--- src/rtl/imem_loader.sv ---
// rtl/imem_loader.sv - byte-stream instruction memory loader with core hold
module imem_loader #(
    parameter int unsigned MEM_WORDS = 64
) (
    input  logic        clk,
    input  logic        rst_n,
    input  logic        start,
    input  logic [7:0]  num_words,
    input  logic        in_valid,
    input  logic [7:0]  in_data,
    output logic        in_ready,
    output logic        wr_en,
    output logic [31:0] wr_addr,
    output logic [31:0] wr_data,
    output logic        busy,
    output logic        cpu_hold,
    output logic        done,
    output logic        err
);

    typedef enum logic [1:0] {
        IDLE  = 2'd0,
        RECV  = 2'd1,
        WRITE = 2'd2,
        DONE  = 2'd3
    } state_t;

    state_t      state_q, state_d;
    logic [7:0]  num_q, num_d;
    logic [7:0]  cnt_q, cnt_d;
    logic [1:0]  idx_q, idx_d;
    logic [31:0] addr_q, addr_d;
    logic [31:0] data_q, data_d;
    logic        err_q, err_d;

    logic        start_ok;
    logic [7:0]  cnt_inc;

    assign start_ok = (num_words != 8'd0) && (32'(num_words) <= MEM_WORDS);
    assign cnt_inc  = cnt_q + 8'd1;

    // Status outputs decode straight from the state so reset clears them at once
    assign in_ready = (state_q == RECV);
    assign wr_en    = (state_q == WRITE);
    assign busy     = (state_q == RECV) || (state_q == WRITE);
    assign cpu_hold = busy;
    assign done     = (state_q == DONE);
    assign err      = err_q;
    assign wr_addr  = addr_q;
    assign wr_data  = data_q;

    // State and datapath registers, cleared asynchronously
    always_ff @(posedge clk or negedge rst_n) begin
        if (!rst_n) begin
            state_q <= IDLE;
            num_q   <= 8'd0;
            cnt_q   <= 8'd0;
            idx_q   <= 2'd0;
            addr_q  <= 32'd0;
            data_q  <= 32'd0;
            err_q   <= 1'b0;
        end else begin
            state_q <= state_d;
            num_q   <= num_d;
            cnt_q   <= cnt_d;
            idx_q   <= idx_d;
            addr_q  <= addr_d;
            data_q  <= data_d;
            err_q   <= err_d;
        end
    end

    // Next-state logic: accept/reject start, assemble bytes, step words
    always_comb begin
        state_d = state_q;
        num_d   = num_q;
        cnt_d   = cnt_q;
        idx_d   = idx_q;
        addr_d  = addr_q;
        data_d  = data_q;
        err_d   = err_q;
        case (state_q)
            IDLE, DONE: begin
                if (start) begin
                    if (start_ok) begin
                        num_d   = num_words;
                        cnt_d   = 8'd0;
                        idx_d   = 2'd0;
                        addr_d  = 32'd0;
                        err_d   = 1'b0;
                        state_d = RECV;
                    end else begin
                        // Rejected request keeps the state, so done is untouched
                        err_d = 1'b1;
                    end
                end
            end
            RECV: begin
                if (in_valid) begin
                    // Bytes arrive LSB first; shifting down lands byte k at [8k+7:8k]
                    data_d = {in_data, data_q[31:8]};
                    idx_d  = idx_q + 2'd1;
                    if (idx_q == 2'd3) begin
                        state_d = WRITE;
                    end
                end
            end
            WRITE: begin
                cnt_d = cnt_inc;
                if (cnt_inc == num_q) begin
                    // Address is held on the final word so it never runs past the last slot
                    state_d = DONE;
                end else begin
                    addr_d  = addr_q + 32'd4;
                    state_d = RECV;
                end
            end
            default: begin
                state_d = IDLE;
            end
        endcase
    end

endmodule

--- config.mk ---
export PLATFORM = sky130hd
export DESIGN_NAME = imem_loader
export DESIGN_NICKNAME = d
export VERILOG_FILES = /design/src/rtl/imem_loader.sv
export SDC_FILE = /design/constraint.sdc
export NUM_CORES = 1
export LEC_CHECK = 0
export CORE_MARGIN = 3
export CORE_UTILIZATION = 53
export CTS_BUF_LIST = sky130_fd_sc_hd__clkbuf_4
export CTS_CLUSTER_SIZE = 8
export DETAILED_ROUTE_END_ITERATION = 8
export GPL_TIMING_DRIVEN = 0
export PLACE_DENSITY = 0.82
export SLEW_MARGIN = 20
export SYNTH_ARGS = -nofsm -noshare
export SYNTH_HDL_FRONTEND = slang
export SYNTH_SLANG_ARGS = --single-unit
--- constraint.sdc ---
create_clock -name clk -period 2.73 [get_ports clk]
set_input_delay 0.546 -clock clk [delete_from_list [all_inputs] [get_ports clk]]
set_output_delay 0.546 -clock clk [all_outputs]
set_load 0.005 [all_outputs]
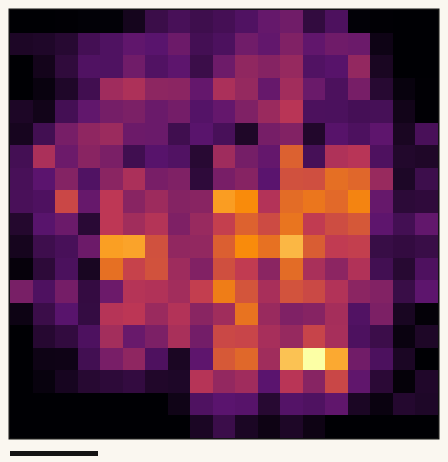
Fig. 1. Routed metal per tile (run 1).
Scale bar: 20 µm. 19 x 19 tiles, from black (low) to pale yellow (high), scaled to the fullest tile. Values are wire area over tile area, all layers added.
The emptiest ninth of the die: south-west. 12% of the tiles are nearly empty. The mean over all tiles is 0.19. 14% of the tiles are over half the peak.
Avg WL per Cell: 18.2 µm
Detailed Route WL: 11300 µm

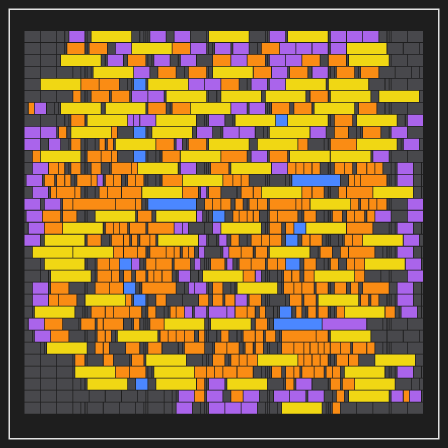
Fig. 2. Placed cells, one colour a class (run 1).
Fill, decap, tap and diode cells in grey.
Blue stands for clock drivers and dummy loads, cells 16, share of their area 3.4%. Purple stands for other buffers and delay cells, cells 116, share of their area 19%. Orange stands for combinational and other logic, cells 303, share of their area 40%. Yellow stands for flops, cells 83, share of their area 38%.
core area: 7890 µm²
Final Util: 0.715

==> metrics.cfg, run 1 <==
[route]
vias_per_cell = 6.03
drt_first_iter_violations = 252
drc = 0
vias = 3738
ant_nets = 0
first_pass_iters = 5

[sta]
worst_slew_pin_slew_ns = 0.625
rsz0062_at_grt = false
hold_viol_final = 0
finalMaxSlewViolations = 0
period_used_share = 0.947
period_needed_ns = 2.58
setup_slack_ns = 0.146
setup_violations = 0
relSlewSlack = 0.583
worst_clock_skew_ns = 0.0129
whs_ns = 0.0444
fin_setup_tns_ns = 0
fmax_ghz = 0.387

[worst_setup_path]
cp-end-kind = output pin
arrival_ns = 2.04
worstPathCellList = inv_1 -> ha_1 -> inv_1 -> buf_4 -> clkdlybuf4s50_1
cp_slowest_cell = clkdlybuf4s50_1
critPathKind = reg -> out
path_max_fanout = 6
startpoint_type = register
required_ns = 2.18
cp_slowest_stage_delay_ns = 0.49
crit_top_cell = inv_1

[layout]
instances_no_fill = 620
syn2layout_area_growth_pct = 28.1
final_cell_mix = clkdlybuf4s50_1 (86), dfrtp_1 (83), o21ai_0 (40)
n_antenna_cell = 0
final_layout_size_suffix_gt1_frac = 0.174
final_nets = 540
lay_top_count = clkdlybuf4s50_1

[logic_synthesis]
yosys_most_used_dff = dfrtp_1
synthSimpleGateAreaFrac = 0.190
compound_area_frac = 0.150
ys_seq_share = 0.472
yosys_cells = 412
synth_area_per_cell_um2 = 10.7
synth_cells = 412
ys_top_logic_family = simple AND/OR/NAND/NOR gates
ys_sh_adder = 0.0199
ys_warn_count = 0
ys_ff = 83
syn_area_um2 = 4400
synth.distinct_cells = 50
async_reset_ff_frac = 1.00
ys_sh_xor = 0.0236
mux_share = 0.107
edf_count = 0
yosys.stat.chipArea_um2 = 4400

[power]
p_int_uw = 3230
p_sw_frac = 0.362
netSwitchingPower_uw = 1830
p_comb_frac = 0.457
seq_power_share = 0.359
power_density_nw_per_um2 = 898
p_leak_uw = 0.00223
p_clk_frac = 0.184
irDropWorstVdd_mv = 0.677

[clock_tree]
holdBufCountCts = 0
cts_root_buf = clkbuf_4
clkLatencyLatePin_ns = 0.44
cts_htree_levels = 3
clk_pin_slew_ns = 0.14
cts_tree = done
cts.path.max_buffers = 2
clock_sinks = 83
cts_buffers = 9

[place]
port_buffers = 87
gp_congestion = 0.839
dp.cells = 603
hpwlAfterDp_um = 7890
dpl_worst_slack_ns = -0.371

[global_routing]
grt-ovfl-total = 0
grt_pass1_wl_um = 18800
grt_start_max_net_pins = 50
grtUsageTotal = 0.243
antenna_found_initial = 0
grt_pass1_vias = 3782

[job]
log.warning_count = 29
drv_cap = 0

[floorplan]
die_y_um = 97.1
fp_util = 0.558
die_w_um = 97.1
dieArea_um2 = 9430
placementRows = 32
ios = 90

[min_path]
hold_path.class = in -> async

[status]
outcome = finished, final reports clean

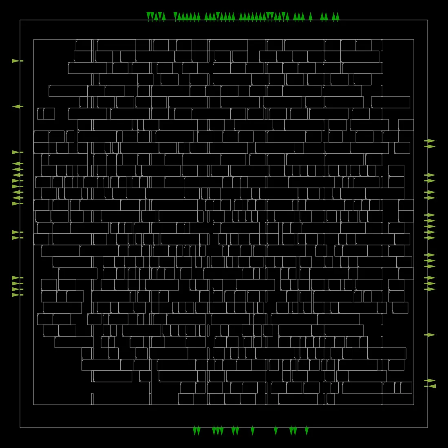
Fig. 3. Placement view (run 1).
fraction of area in registers: 0.368
tap cells: 102

[run 1: critical path: cells and delay by family, from the launching register on]
| kind | cells | cell delay [ns] |
|---|---|---|
| fa+ha+maj | 1 | 0.37 |
| flops | 1 | 0.43 |
| buf+inv | 4 | 0.81 |
[run 1: sequential cells by signal, summed over array words and instances (netlist names)]
register	flops
num_q	8
state_q	2
err	1
idx_q	2
wr_addr	30
cnt_q	8
wr_data	32
[run 1: power groups by stage]
stage / Clock (µW) / Sequential (µW) / Combinational (µW)
6_report: 932 / 1820 / 2320
5_1_grt: 990 / 1870 / 2490
4_1_cts: 930 / 1810 / 2290
3_5_place_dp: 0 / 1840 / 2260
3_3_place_gp: 0 / 1820 / 2180
2_1_floorplan: 0 / 1810 / 1180
[run 1: final cells by class]
type / count / area (µm²)
plain buffers: 27 / 140
clock buffers: 10 / 75.1
clock inverters: 6 / 114
fillers: 576 / 2250
inverters: 6 / 22.5
multi-input cells: 297 / 2180
flip-flops and latches: 83 / 2080
well taps: 102 / 128
repair buffers: 89 / 903
[run 1: Yosys cell counts, types with 2 or more instances]
master,number,area share
a211o_1,2,0.0040
a21oi_1,6,0.0068
a22o_1,5,0.0099
a31oi_1,4,0.0057
and3_1,6,0.0085
and4_1,4,0.0080
buf_1,3,0.0026
buf_2,3,0.0034
buf_4,6,0.010
clkbuf_1,12,0.010
clkbuf_2,2,0.0023
dfrtp_1,83,0.47
ha_1,7,0.020
inv_1,6,0.0051
mux2_2,39,0.10
mux2i_1,3,0.0068
nand2_1,26,0.022
nand2b_1,14,0.020
nand3_1,34,0.039
nand3_2,2,0.0045
nand3b_1,9,0.015
nand4_1,5,0.0071
nor2_1,8,0.0068
nor2b_1,3,0.0043
nor3_1,4,0.0045
nor4_1,2,0.0028
nor4_4,2,0.0097
o211ai_1,21,0.036
o21ai_0,40,0.045
o311ai_2,8,0.030
or2_1,2,0.0028
or2_2,2,0.0028
or3_1,11,0.016
or4_1,4,0.0068
xnor2_1,5,0.0099
xor2_1,5,0.0099
[run 1: final timing paths]
| check | startpoint | endpoint | slack (ns) | depth (start not counted) |
|---|---|---|---|---|
| hold / removal | rst_n | wr_addr[9] | 0.04 | 1 |
| min in group clk | wr_data[6] | wr_data[6] | 0.52 | 1 |
| max in group asynchronous | rst_n | wr_data[9] | 2.07 | 2 |
| setup reg to reg | wr_addr[3] | wr_addr[26] | 0.25 | 6 |
| setup / recovery | state_q[0] | cpu_hold | 0.15 | 5 |
| hold reg to reg | wr_data[6] | wr_data[6] | 0.52 | 1 |
[run 1: per-stage QoR]
stage                     power (µW)  area, µm²
after floorplan                 3000       4410
after global placement          4000       5400
after detailed placement        4100       5430
after CTS                       5040       5630
after global routing            5350       5640
final                           5060       5640
[run 1: repair_timing]
item | CTS | global route
buffers inserted | 0 | 1
pin swaps | 0 | 1
endpoints found under the setup margin | 16 | 25
gates resized | 1 | 4
[run 1: metal layers]
metal | up-vias | global-route usage | part of all wire
li1 | 1727 | - | -
met1 | 1878 | 0.321 | 0.42
met2 | 125 | 0.410 | 0.52
met3 | 8 | 0.0459 | 0.050
met4 | 0 | 0.0691 | 0.0076
met5 | - | 0 | 0
==> run 2, diff against run 1 <==
CORE_UTILIZATION = 48   (was 53)
PLACE_DENSITY = 0.78   (was 0.82)
clock period = 2.1 ns   (was 2.73 ns; I/O delays follow)
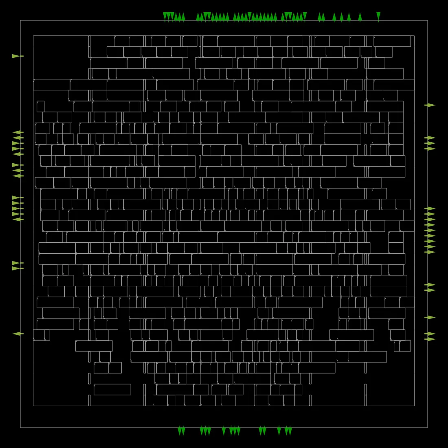
Fig. 4. Placement view (run 2).
core area: 8810 µm²
standard-cell rows: 34
Flops: 83
tap cells: 108
Post-Layout Cell Count: 653

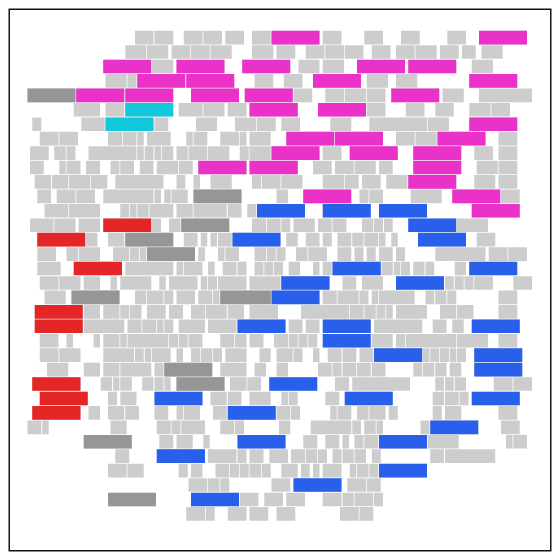
Fig. 5. Register map, names as in the netlist (run 2).
Cyan stands for state_q, placed flops 2. Magenta stands for wr_data, placed flops 32, where a horizontal strip, top. Red stands for num_q, placed flops 8, where west. Blue stands for wr_addr, placed flops 30.

==> run 2 against run 1 <==
Against the previous run: the flow now finishes with violations (negative setup slack); first-iteration DRC count down 2.0%; synthesized cell count unchanged; non-clock buffer count rose by 26; clock power up about 20%; count of clock-buffer cells in the layout down 1; via count grew 5.2%; largest cell class unchanged; largest power group unchanged.
==> metrics.cfg, run 2 <==
[floorplan]
fp_util = 0.500  ; -0.0582
die_w_um = 102  ; +4.8%
dieArea_um2 = 10400  ; +9.8%
ios = 90  ; unchanged
die_y_um = 102  ; +4.8%

[route]
drc = 0  ; unchanged
ant_nets = 0  ; unchanged
first_pass_iters = 5  ; unchanged
drt_first_iter_violations = 247  ; -2.0%
wl_per_cell_um = 18.9  ; +3.7%
vias_per_cell = 6.02  ; -0.15%
vias = 3931  ; +5.2%
routed_wl_um = 12300  ; +9.2%

[job]
drv_cap = 0  ; unchanged
log.warning_count = 31  ; +6.9%

[worst_setup_path]
startpoint_type = register
arrival_ns = 2.59  ; +0.55 ns
required_ns = 2.45  ; +0.27 ns
path_max_fanout = 5  ; -1
cp_slowest_cell = dfrtp_1
cp_slowest_stage_delay_ns = 0.43  ; -0.06 ns
crit_top_cell = buf_6
cp-end-kind = register
worstPathCellList = ha_4 -> nand3_1 -> nor3b_1 -> o211ai_1 -> nor4_4 -> buf_6 -> buf_6 -> nor3_1 -> a211o_1
critical_path.top_delay_family = simple AND/OR/NAND/NOR gates
crit_buf_inv = 2  ; -2
critPathKind = reg -> reg

[global_routing]
grt-ovfl-total = 0  ; unchanged
antenna_found_initial = 0  ; unchanged
grtUsageTotal = 0.235  ; -0.00782
grt_pass1_vias = 3906  ; +3.3%
grt_start_max_net_pins = 54  ; +8.0%
grt_pass1_wl_um = 19100  ; +1.7%

[logic_synthesis]
edf_count = 0  ; unchanged
yosys_cells = 412  ; unchanged
top_cell_area_share = 0.472  ; unchanged
ys_ff = 83  ; unchanged
synth_cells = 412  ; unchanged
ys_seq_share = 0.472  ; unchanged
area_leaders = dfrtp_1 (47%), mux2_2 (10%), o21ai_0 (4.5%)
synth.distinct_cells = 50  ; unchanged
async_reset_ff_frac = 1.00  ; unchanged
yosys_most_used_dff = dfrtp_1
top_cells_by_count = dfrtp_1 (83), o21ai_0 (40), mux2_2 (39)
top_area_cell = dfrtp_1
syn_area_um2 = 4400  ; unchanged
ys_warn_count = 0  ; unchanged
ys_sh_adder = 0.0199  ; unchanged
ys_sh_xor = 0.0236  ; unchanged
synthSimpleGateAreaFrac = 0.190  ; unchanged
yosys.stat.chipArea_um2 = 4400  ; unchanged
ys_top_logic_family = simple AND/OR/NAND/NOR gates
mux_share = 0.107  ; unchanged
compound_area_frac = 0.150  ; unchanged
most_common_cell = dfrtp_1
synth_area_per_cell_um2 = 10.7  ; unchanged

[layout]
fillers = 641  ; +11%
final_nets = 567  ; +5.0%
final_cell_mix = dfrtp_1 (82), clkdlybuf4s50_1 (79), mux2_2 (39)
final_layout_size_suffix_gt1_frac = 0.273  ; +0.0996
design_area_um2 = 6150  ; +9.0%
largest_reg_flops = 32  ; unchanged
lay_top_count = dfrtp_1
n_antenna_cell = 0  ; unchanged
syn2layout_area_growth_pct = 39.6

[sta]
fmax_ghz = 0.446
hold_viol_final = 0  ; unchanged
setup_slack_ns = -0.143  ; -0.289 ns
fin_setup_tns_ns = -3.36  ; -3.36 ns
relSlewSlack = 0.616  ; +0.0331
whs_ns = 0.343  ; +0.299 ns
worst_slew_pin_slew_ns = 0.576  ; -0.0496 ns
rsz0062_at_grt = true
setup_violations = 31  ; +31
period_used_share = 1.07
worst_clock_skew_ns = 0.0178  ; +0.00487 ns
period_needed_ns = 2.24
finalMaxSlewViolations = 0  ; unchanged

[clock_tree]
cts_root_buf = clkbuf_4
cts.path.max_buffers = 2  ; unchanged
clock_sinks = 83  ; unchanged
clk_pin_slew_ns = 0.16  ; +0.02 ns
cts_tree = done
clkLatencyLatePin_ns = 0.44  ; about the same
cts_htree_levels = 3  ; unchanged
cts_buffers = 9  ; unchanged

[status]
violations = negative setup slack
outcome = finished with violations

[place]
dp.cells = 609  ; +1.0%
placed_cell_area_um2 = 5450  ; +0.37%
hpwlAfterDp_um = 7760  ; -1.7%
gp_congestion = 0.801  ; -4.6%
port_buffers = 87  ; unchanged

[power]
p_leak_uw = 0.00260  ; +17%
power_density_nw_per_um2 = 1190  ; +32%
irDropWorstVdd_mv = 0.912  ; +35%

[min_path]
hold_path.class = in -> reg

## run 2: cell counts after synthesis
No cell type changed its count.
## run 2: layout make-up
cell class	count	area (µm²)	share of cell area
Timing Repair Buffer	117	1170	0.191
Inverter	6	22.5	0.00366
Clock buffer	9	67.6	0.0110
Sequential cell	83	2080	0.338
Multi-Input combinational cell	298	2380	0.388
Clock inverter	7	98.8	0.0161
Tap cell	108	135	0.0220
Buffer	25	186	0.0303
## run 2: worst reg2reg max path: cells and delay by family (launching register included)
kind / cells / cell delay [ns]
buffers and inverters: 2 / 0.32
AND-OR/OR-AND: 2 / 0.37
flip-flops: 1 / 0.43
adder cells (fa/ha/maj): 1 / 0.18
AND/OR/NAND/NOR: 4 / 0.87
## run 2: cells by family after synthesis
family / after synthesis
mux: 42
compound gates: 92
simple gates: 143
other cells: 1
buf+inv: 33
fa+ha+maj: 7
xor+xnor: 11
flops: 83
## run 2: final timing paths
| check | slack [ns] | to | depth (start not counted) | from |
|---|---|---|---|---|
| min in group asynchronous | 0.47 | wr_data[0] | 2 | rst_n |
| max reg2reg | -0.14 | wr_addr[9] | 9 | cnt_q[1] |
| min | 0.34 | num_q[2] | 2 | num_words[2] |
| max | -0.14 | wr_addr[9] | 9 | cnt_q[1] |
| min reg2reg | 0.52 | wr_data[5] | 1 | wr_data[5] |
| max in group asynchronous | 1.00 | cnt_q[2] | 3 | rst_n |
## run 2: repair_timing
action,in CTS,in global routing
gates cloned,4,2
gates resized,59,35
hold buffers,1,0
endpoints found under the setup margin,42,72
pin swaps,15,25
hold endpoints to repair,30,0
setup buffers,19,5
## run 2: power by group
group	internal [µW]	switching, µW	total [µW]
clock	491	610	1100
sequential	2040	324	2360
combinational	2090	1740	3830
total	4620	2680	7300
## run 2: metal layers
layer | part of all wire | GRT usage | routed length (µm)
met1 | 0.40 | 0.299 | 4940
met2 | 0.53 | 0.407 | 6480
met3 | 0.061 | 0.0427 | 751
met4 | 0.014 | 0.0757 | 177
met5 | 0 | 0 | 0
## run 2: metrics by stage
step | utilization | worst slack [ns] | power, µW
global placement | 0.616 | -2.38 | 5200
floorplan | - | 0.0128 | 3920
CTS | 0.676 | -0.0997 | 6950
finish | 0.698 | -0.143 | 7300
global route | 0.698 | -0.255 | 7670
detailed placement | 0.619 | -0.675 | 5310
==> run 3, diff against run 2 <==
ABC_AREA = 1   (was unset)
CORE_UTILIZATION = 49   (was 48)
CTS_BUF_LIST = sky130_fd_sc_hd__clkbuf_2 sky130_fd_sc_hd__clkbuf_4 sky130_fd_sc_hd__clkbuf_8   (was sky130_fd_sc_hd__clkbuf_4)
PLACE_DENSITY = 0.79   (was 0.78)
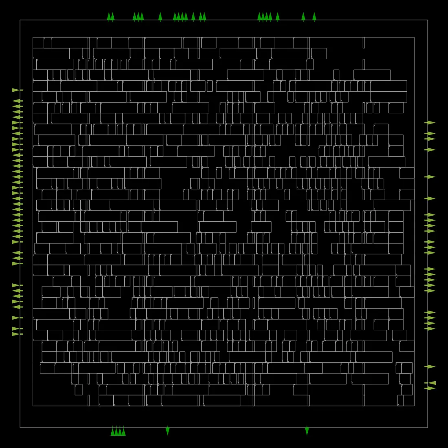
Fig. 6. Placement view (run 3).
Final Util: 0.662
Post-Layout Cell Count: 845

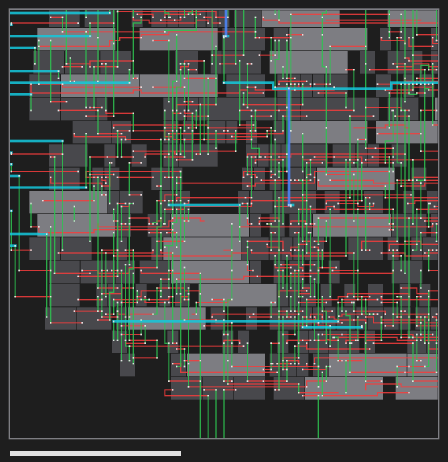
Fig. 7. Close-up of the layout (run 3).
Scale bar: 20 µm. Window x 1 to 51, y 1 to 51 µm. Cells in grey, sequential cells in the stronger grey; small squares are vias.
Blue stands for metal 4. Green stands for metal 2. Cyan stands for metal 3. Red stands for metal 1.
Most frequent: nand2_1 (42), dfrtp_1 (23), inv_1 (21). 196 logic cells have their middle in the window. Sequential cells in the window: 23. Netlist names of flops here include num_q (8), cnt_q (5), wr_data (3).

==> run 3 against run 2 <==
Against the previous run: the run now ends clean; final cell count up 29%; sequential power about the same; highest routed layer unchanged; critical path depth down 6; global-route usage about the same; critical path type is now reg -> out; largest cell class unchanged.
==> metrics.cfg, run 3 <==
[logic_synthesis]
yosys.stat.chipArea_um2 = 4540  ; +3.1%
ys_seq_share = 0.458  ; -0.0143
yosys_most_used_dff = dfrtp_1
syn_area_um2 = 4540  ; +3.1%
synth_cells = 628  ; +52%
synth_area_per_cell_um2 = 7.23  ; -32%
async_reset_ff_frac = 1.00  ; unchanged
ys_warn_count = 0  ; unchanged
ys_ff = 83  ; unchanged
most_common_cell = nand2_1
edf_count = 0  ; unchanged
yosys_cells = 628  ; +52%
synth.distinct_cells = 29  ; -42%
top_cells_by_count = nand2_1 (206), dfrtp_1 (83), nor2_1 (80)
top_cell_area_share = 0.458  ; -0.0143
area_leaders = dfrtp_1 (46%), nand2_1 (17%), nand3_1 (7.3%)
top_area_cell = dfrtp_1

[status]
outcome = finished, final reports clean

[sta]
hold_viol_final = 0  ; unchanged
period_used_share = 0.959  ; -0.109
worst_clock_skew_ns = 0.0120  ; -0.00582 ns
setup_violations = 0  ; -100%
fmax_ghz = 0.497  ; +11%
worst_slew_pin_slew_ns = 0.504  ; -0.0715 ns
setup_slack_ns = 0.0859  ; +0.229 ns
finalMaxSlewViolations = 0  ; unchanged
period_needed_ns = 2.01  ; -0.229 ns
whs_ns = 0.00886  ; -0.334 ns
relSlewSlack = 0.664  ; +0.0476

[worst_setup_path]
reg2reg_depth = 10  ; +1
required_ns = 1.68  ; -0.77 ns
startpoint_type = register
path_max_fanout = 6  ; +1
critPathKind = reg -> out
arrival_ns = 1.59  ; -1.00 ns
cp-end-kind = output pin

[place]
gp_congestion = 0.973  ; +21%
port_buffers = 87  ; unchanged
dpl_worst_slack_ns = -0.355  ; +0.320 ns
placed_cell_area_um2 = 5570  ; +2.3%
dp.cells = 825  ; +35%
hpwlAfterDp_um = 8850  ; +14%

[global_routing]
grt_pass1_wl_um = 19300  ; +1.2%
antenna_found_initial = 0  ; unchanged
grt_start_max_net_pins = 49  ; -9.3%
grt-ovfl-total = 0  ; unchanged
grt_pass1_vias = 4075  ; +4.3%
grtUsageTotal = 0.236  ; +0.000463

[power]
seq_power_share = 0.374  ; +0.050
p_sw_frac = 0.376  ; +0.00931
p_int_uw = 3900  ; -16%
p_leak_uw = 0.00278  ; +6.7%
power_density_nw_per_um2 = 1070  ; -10%
p_comb_frac = 0.429  ; -0.096
netSwitchingPower_uw = 2350  ; -12%
irDropWorstVdd_mv = 0.838  ; -8.1%
p_clk_frac = 0.197  ; +0.046

[route]
routed_wl_um = 11700  ; -4.9%
drc = 0  ; unchanged
vias = 4333  ; +10%
wl_per_cell_um = 13.9  ; -26%
drt_first_iter_violations = 193  ; -22%
ant_nets = 0  ; unchanged
first_pass_iters = 5  ; unchanged
vias_per_cell = 5.13  ; -15%

[clock_tree]
cts_buffers = 9  ; unchanged
clkLatencyLatePin_ns = 0.37  ; -0.07 ns
clock_sinks = 83  ; unchanged
cts_htree_levels = 3  ; unchanged
cts_tree = done
cts_root_buf = clkbuf_8
cts.path.max_buffers = 2  ; unchanged
clk_pin_slew_ns = 0.10  ; -0.06 ns

[layout]
final_cell_mix = nand2_1 (206), clkdlybuf4s50_1 (84), dfrtp_1 (82)
design_area_um2 = 5860  ; -4.7%
lay_top_count = nand2_1
syn2layout_area_growth_pct = 29.1
n_antenna_cell = 0  ; unchanged
final_layout_size_suffix_gt1_frac = 0.0692  ; -0.204
largest_reg_flops = 32  ; unchanged
final_nets = 759  ; +34%

[floorplan]
coreArea_um2 = 8850  ; +0.48%
ios = 90  ; unchanged
fp_util = 0.513  ; +0.0132
die_w_um = 102  ; +0.48%
dieArea_um2 = 10500  ; +0.97%
placementRows = 34  ; unchanged
die_y_um = 102  ; +0.48%

[job]
log.warning_count = 30  ; -3.2%
drv_cap = 0  ; unchanged

[min_path]
hold_path.class = in -> async

-- run 3: netlist changes by cell type in the layout (fill, tap and decap cells not counted), sizes merged, moves of 8 or more --
| cell | delta |
|---|---|
| nor2 | +75 |
| a21oi | +12 |
| nand3 | +31 |
| or3 | -11 |
| o311ai | -8 |
| mux2 | -36 |
| xor2 | +8 |
| inv | +68 |
| o211ai | -21 |
| nand2b | -14 |
| nand2 | +182 |
| o21ai | -11 |
| buf | -25 |
-- run 3: per-layer routing --
metal,GRT usage,share of wire,vias up
met5,0,0,-
met1,0.317,0.44,2005
met4,0.0868,0.022,0
met2,0.370,0.46,141
met3,0.0594,0.081,21
li1,-,-,2166
-- run 3: metrics by stage --
step                total power [µW]  utilization  TNS [ns]
floorplan                       3610            -         0
detailed placement              4900        0.630    -11.18
finish                          6250        0.662         0
CTS                             6230        0.657   -0.0481
global placement                4810        0.627   -201.31
global route                    6700        0.662   -0.0177
-- run 3: path summary, 6_finish.rpt --
path                       startpoint  slack (ns)     endpoint
setup / recovery           state_q[1]        0.09     in_ready
hold / removal                  rst_n       0.009   wr_addr[6]
setup reg to reg           wr_addr[2]        0.19  wr_addr[18]
hold reg to reg            wr_data[4]        0.50   wr_data[4]
max in group asynchronous       rst_n        1.49   wr_data[0]
min in group clk           wr_data[4]        0.50   wr_data[4]
-- run 3: area by class of cell --
class,instances,area (µm²)
multi-input combinational,452,2110
clock inverter,7,83.8
sequential,83,2080
fill,766,2990
inverter,74,280
buffer,20,120
clock buffer,9,124
tap,108,135
timing repair buffer,92,931
-- run 3: critical path, stage by stage (launching register included) --
cell and delay [ns]:
dfrtp_1 0.43, inv_1 0.12, ha_4 0.18, clkdlybuf4s50_1 0.51
-- run 3: power by group through the flow --
stage / combinational [µW] / clock [µW] / sequential [µW]
3_5_place_dp: 2530 / 0 / 2370
4_1_cts: 2640 / 1250 / 2340
6_report: 2680 / 1230 / 2340
5_1_grt: 3000 / 1310 / 2390
2_1_floorplan: 1260 / 0 / 2350
3_3_place_gp: 2460 / 0 / 2340
-- run 3: timing repair --
| item | CTS | global route |
|---|---|---|
| cloned | 0 | 0 |
| hold buffers | 0 | 0 |
| pin swaps | 0 | 2 |
| buffers inserted | 2 | 2 |
| resized | 5 | 14 |
| hold endpoints to repair | 0 | 0 |
| endpoints found under the setup margin | 3 | 43 |
-- run 3: cell families after synthesis --
kind of cell	after synthesis	synth area share
simple gates	370	0.335
buf+inv	94	0.0863
flops	83	0.458
fa+ha+maj	7	0.0193
xor+xnor	17	0.0328
other cells	1	0.000826
mux	3	0.00744
compound gates	53	0.0604
Power and IR drop assume default switching activity.
